--- src/rtl/uart_bram_loader.sv ---
// Host command parser: decodes 'W'/'R' burst frames from the UART onto a single-port BRAM.
// Define UART_BRAM_LOADER_ACK_EN to send 0x06 to the host after each completed write burst.
module uart_bram_loader #(
    parameter int LEN    = 2048,
    parameter int ADDR_W = 11
) (
    input  logic              clk,
    input  logic              rst_n,
    input  logic              rx_valid,
    input  logic [7:0]        rx_data,
    output logic              tx_valid,
    output logic [7:0]        tx_data,
    input  logic              tx_ready,
    output logic [ADDR_W-1:0] mem_addr,
    output logic [7:0]        mem_din,
    output logic              mem_we,
    input  logic [7:0]        mem_dout,
    output logic              busy
);

    if (ADDR_W != $clog2(LEN)) begin : g_param_check
        $error("uart_bram_loader: ADDR_W must equal clog2(LEN)");
    end

    localparam logic [3:0] S_IDLE     = 4'd0;
    localparam logic [3:0] S_ADDR_H   = 4'd1;
    localparam logic [3:0] S_ADDR_L   = 4'd2;
    localparam logic [3:0] S_COUNT    = 4'd3;
    localparam logic [3:0] S_WDATA    = 4'd4;
    localparam logic [3:0] S_RD_ISSUE = 4'd5;
    localparam logic [3:0] S_RD_WAIT  = 4'd6;
    localparam logic [3:0] S_RD_SEND  = 4'd7;
    localparam logic [3:0] S_ACK      = 4'd8;

    localparam logic [7:0]        CMD_WRITE = 8'h57;
    localparam logic [7:0]        CMD_READ  = 8'h52;
    localparam logic [7:0]        ACK_BYTE  = 8'h06;
    localparam logic [ADDR_W-1:0] ADDR_ONE  = ADDR_W'(1);

    logic [3:0]        state_q,     state_d;
    logic              is_read_q,   is_read_d;
    logic [7:0]        addr_hi_q,   addr_hi_d;
    logic [ADDR_W-1:0] cur_q,       cur_d;
    logic [8:0]        remaining_q, remaining_d;
    logic              tx_valid_q,  tx_valid_d;
    logic [7:0]        tx_data_q,   tx_data_d;
    logic [ADDR_W-1:0] mem_addr_q,  mem_addr_d;
    logic [7:0]        mem_din_q,   mem_din_d;
    logic              mem_we_q,    mem_we_d;

    // NOTE: every _d gets a default before the case so no path leaves it unassigned (no latches).
    always_comb begin
        state_d     = state_q;
        is_read_d   = is_read_q;
        addr_hi_d   = addr_hi_q;
        cur_d       = cur_q;
        remaining_d = remaining_q;
        tx_valid_d  = tx_valid_q;
        tx_data_d   = tx_data_q;
        mem_addr_d  = mem_addr_q;
        mem_din_d   = mem_din_q;
        mem_we_d    = 1'b0;

        case (state_q)
            S_IDLE: begin
                if (rx_valid && rx_data == CMD_WRITE) begin
                    is_read_d = 1'b0;
                    state_d   = S_ADDR_H;
                end else if (rx_valid && rx_data == CMD_READ) begin
                    is_read_d = 1'b1;
                    state_d   = S_ADDR_H;
                end
            end
            S_ADDR_H: begin
                if (rx_valid) begin
                    addr_hi_d = rx_data;
                    state_d   = S_ADDR_L;
                end
            end
            S_ADDR_L: begin
                if (rx_valid) begin
                    cur_d   = ADDR_W'({addr_hi_q, rx_data});
                    state_d = S_COUNT;
                end
            end
            S_COUNT: begin
                if (rx_valid) begin
                    // A count byte of zero encodes a full 256-byte burst.
                    remaining_d = {(rx_data == 8'd0), rx_data};
                    if (is_read_q) begin
                        mem_addr_d = cur_q;
                        state_d    = S_RD_ISSUE;
                    end else begin
                        state_d    = S_WDATA;
                    end
                end
            end
            S_WDATA: begin
                // Stay here for the cycle carrying the last write pulse, then leave.
                if (remaining_q == 9'd0) begin
`ifdef UART_BRAM_LOADER_ACK_EN
                    tx_data_d  = ACK_BYTE;
                    tx_valid_d = 1'b1;
                    state_d    = S_ACK;
`else
                    state_d    = S_IDLE;
`endif
                end else if (rx_valid) begin
                    mem_we_d    = 1'b1;
                    mem_din_d   = rx_data;
                    mem_addr_d  = cur_q;
                    cur_d       = cur_q + ADDR_ONE;
                    remaining_d = remaining_q - 9'd1;
                end
            end
            S_RD_ISSUE: begin
                mem_addr_d = cur_q;
                state_d    = S_RD_WAIT;
            end
            S_RD_WAIT: begin
                tx_data_d  = mem_dout;
                tx_valid_d = 1'b1;
                state_d    = S_RD_SEND;
            end
            S_RD_SEND: begin
                if (tx_ready) begin
                    // Present the next address now so the BRAM read overlaps RD_ISSUE.
                    tx_valid_d  = 1'b0;
                    cur_d       = cur_q + ADDR_ONE;
                    mem_addr_d  = cur_q + ADDR_ONE;
                    remaining_d = remaining_q - 9'd1;
                    state_d     = (remaining_q == 9'd1) ? S_IDLE : S_RD_ISSUE;
                end
            end
            S_ACK: begin
                if (tx_ready) begin
                    tx_valid_d = 1'b0;
                    state_d    = S_IDLE;
                end
            end
            default: state_d = S_IDLE;
        endcase
    end

    // NOTE: sequential state uses non-blocking assignments so all registers update together.
    always_ff @(posedge clk or negedge rst_n) begin
        if (!rst_n) begin
            state_q     <= S_IDLE;
            is_read_q   <= 1'b0;
            addr_hi_q   <= 8'd0;
            cur_q       <= '0;
            remaining_q <= 9'd0;
            tx_valid_q  <= 1'b0;
            tx_data_q   <= 8'd0;
            mem_addr_q  <= '0;
            mem_din_q   <= 8'd0;
            mem_we_q    <= 1'b0;
        end else begin
            state_q     <= state_d;
            is_read_q   <= is_read_d;
            addr_hi_q   <= addr_hi_d;
            cur_q       <= cur_d;
            remaining_q <= remaining_d;
            tx_valid_q  <= tx_valid_d;
            tx_data_q   <= tx_data_d;
            mem_addr_q  <= mem_addr_d;
            mem_din_q   <= mem_din_d;
            mem_we_q    <= mem_we_d;
        end
    end

    assign tx_valid = tx_valid_q;
    assign tx_data  = tx_data_q;
    assign mem_addr = mem_addr_q;
    assign mem_din  = mem_din_q;
    assign mem_we   = mem_we_q;
    assign busy     = (state_q != S_IDLE);

endmodule

--- config.mk ---
export PLATFORM = sky130hd
export DESIGN_NAME = uart_bram_loader
export DESIGN_NICKNAME = d
export VERILOG_FILES = /design/src/rtl/uart_bram_loader.sv
export SDC_FILE = /design/constraint.sdc
export NUM_CORES = 1
export LEC_CHECK = 0
export ABC_AREA = 1
export ABC_CLOCK_PERIOD_IN_PS = 2200
export CORE_MARGIN = 5
export CORE_UTILIZATION = 30
export CTS_BUF_LIST = sky130_fd_sc_hd__clkbuf_2 sky130_fd_sc_hd__clkbuf_4 sky130_fd_sc_hd__clkbuf_8
export DETAILED_ROUTE_END_ITERATION = 8
export PLACE_DENSITY_LB_ADDON = 0.15
export SKIP_LAST_GASP = 1
export SLEW_MARGIN = 20
export SYNTH_ARGS = -nofsm -noshare
export SYNTH_HDL_FRONTEND = slang
export SYNTH_SLANG_ARGS = --single-unit
export TNS_END_PERCENT = 5
--- constraint.sdc ---
create_clock -name clk -period 2.2 [get_ports clk]
set_input_delay 0.66 -clock clk [delete_from_list [all_inputs] [get_ports clk]]
set_output_delay 0.66 -clock clk [all_outputs]
set_load 0.03 [all_outputs]
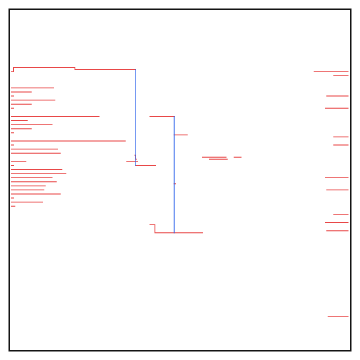
Figure 1: routed metal, one color a layer.
(3 px per um) Only two layers are drawn.
[metal 4] blue | wire length: 70.7 um
[metal 3] red | wire length: 475 um
vias: 2819
routed length per instance: 12.80 um
Routed WL: 8067 um

==> run summary <==
Maximum VDD drop - 609.3 uV
Antenna violations before repair - 0
Floorplan Utilization - 30.90%
Buffers on Ports - 49
Tot Pwr - 5.952 mW
Top cell excl fill/tap - nand2_1
Die Y - 113.4 um
FF-to-FF Start - state_q[0]
Cts bufs inserted - 5
Hold Crit Class - in -> async
P_int - 3.135 mW
Tmin final - 2041 ps
Worst path bufs/invs - 1
Max Used Layer - met4
Critical path cell sequence - clkdlybuf4s50_1
R2r setup slk - 480 ps
Skew final - 11.69 ps
Wire length on met2 - 3631 um
Clk root buf - clkbuf_8
CTS tree - yes
Share of flip-flops with an asynchronous set or reset - 100.0%
CTS max path bufs - 2
Psw - 2.817 mW
Grt ovf - 0
Worst setup path start - mem_din[3]
Status - completed
MUX area fraction - 3.436%
Core area - 10370 sq um
Tool warnings - 28
Measured slew at the worst slew-check pin - 427.4 ps
Yosys stat chip area - 3204 sq um
Basic Gates by Area - 32.49%
# DRC - 0
Final worst slack - 158.8 ps
Most common cell in the synthesized netlist - nand2_1
# setup viols final - 0
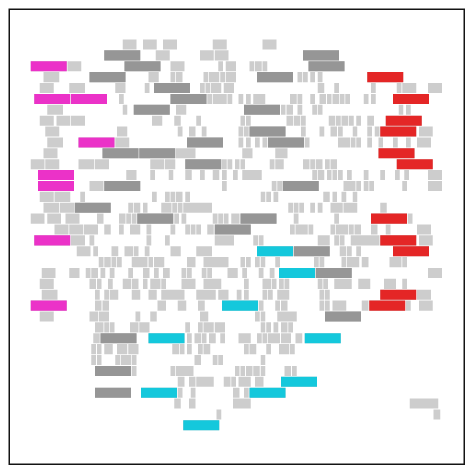
Figure 2: where the registers sit.
(4 px per um) Other sequential cells in the stronger gray, the rest of the logic in the fainter gray.
[tx_data] magenta | sequential cells: 8
[mem_addr] red | sequential cells: 11
[remaining_q] cyan | sequential cells: 9
Power Sequential: 1.82 mW
utilization after layout: 39.43%
sequential cell area: 1401 sq um
sequential portion of the cell area: 34.27%

## power by group through the flow
stage               clock, mW  combinational, mW  sequential [mW]
floorplan                   0               1.91             2.30
global placement            0               3.54             1.84
detailed placement          0               3.56             1.85
CTS                     0.649               3.57             1.83
global route            0.678               3.92             1.90
finish                  0.614               3.51             1.82
## timing repair
item                                    in CTS  in global routing
hold buffers                                 0                  0
endpoints found under the setup margin       1                  1
gates resized                                1                  3
pin swaps                                    0                  0
gates cloned                                 0                  0
## logic make-up after synthesis
family                   count (synthesis)
flip-flops                              56
adder cells (fa/ha/maj)                  4
AND/OR/NAND/NOR                        246
XOR/XNOR                                 9
AND-OR/OR-AND                           49
multiplexers                            10
buffers and inverters                   51
## state kept, by name, indices dropped and copies added, names as in the netlist
name / flops
mem_we: 1
tx_valid: 1
mem_din: 8
remaining_q: 9
tx_data: 8
state_q: 3
addr_hi_q: 3
is_read_q: 1
mem_addr: 11
cur_q: 11
## through the flow
step | std cells | cell area [sq um] | hold WS (ps)
floorplan | 425 | 3204 | 364.4
global placement | 622 | 3995 | 461.0
detailed placement | 622 | 3995 | 464.7
CTS | 630 | 4090 | 344.7
global route | 630 | 4089 | 353.4
finish | 630 | 4089 | 335.7
## cell type report
| cell class | instances | area (sq um) | area share (%) |
|---|---|---|---|
| clock inverters | 3 | 27.53 | 0.6732 |
| inverters | 40 | 152.6 | 3.733 |
| repair buffers | 72 | 690.7 | 16.89 |
| flip-flops and latches | 56 | 1401 | 34.27 |
| clock buffers | 5 | 68.82 | 1.683 |
| well taps | 136 | 170.2 | 4.162 |
| multi-input cells | 318 | 1578 | 38.59 |
## metal layers
layer / global-route usage [%] / up-vias
met1: 17.50 / 1277
li1: - / 1480
met2: 21.29 / 56
met4: 2.644 / 0
met3: 3.850 / 6
met5: 0 / -
Power and IR drop assume default switching activity.
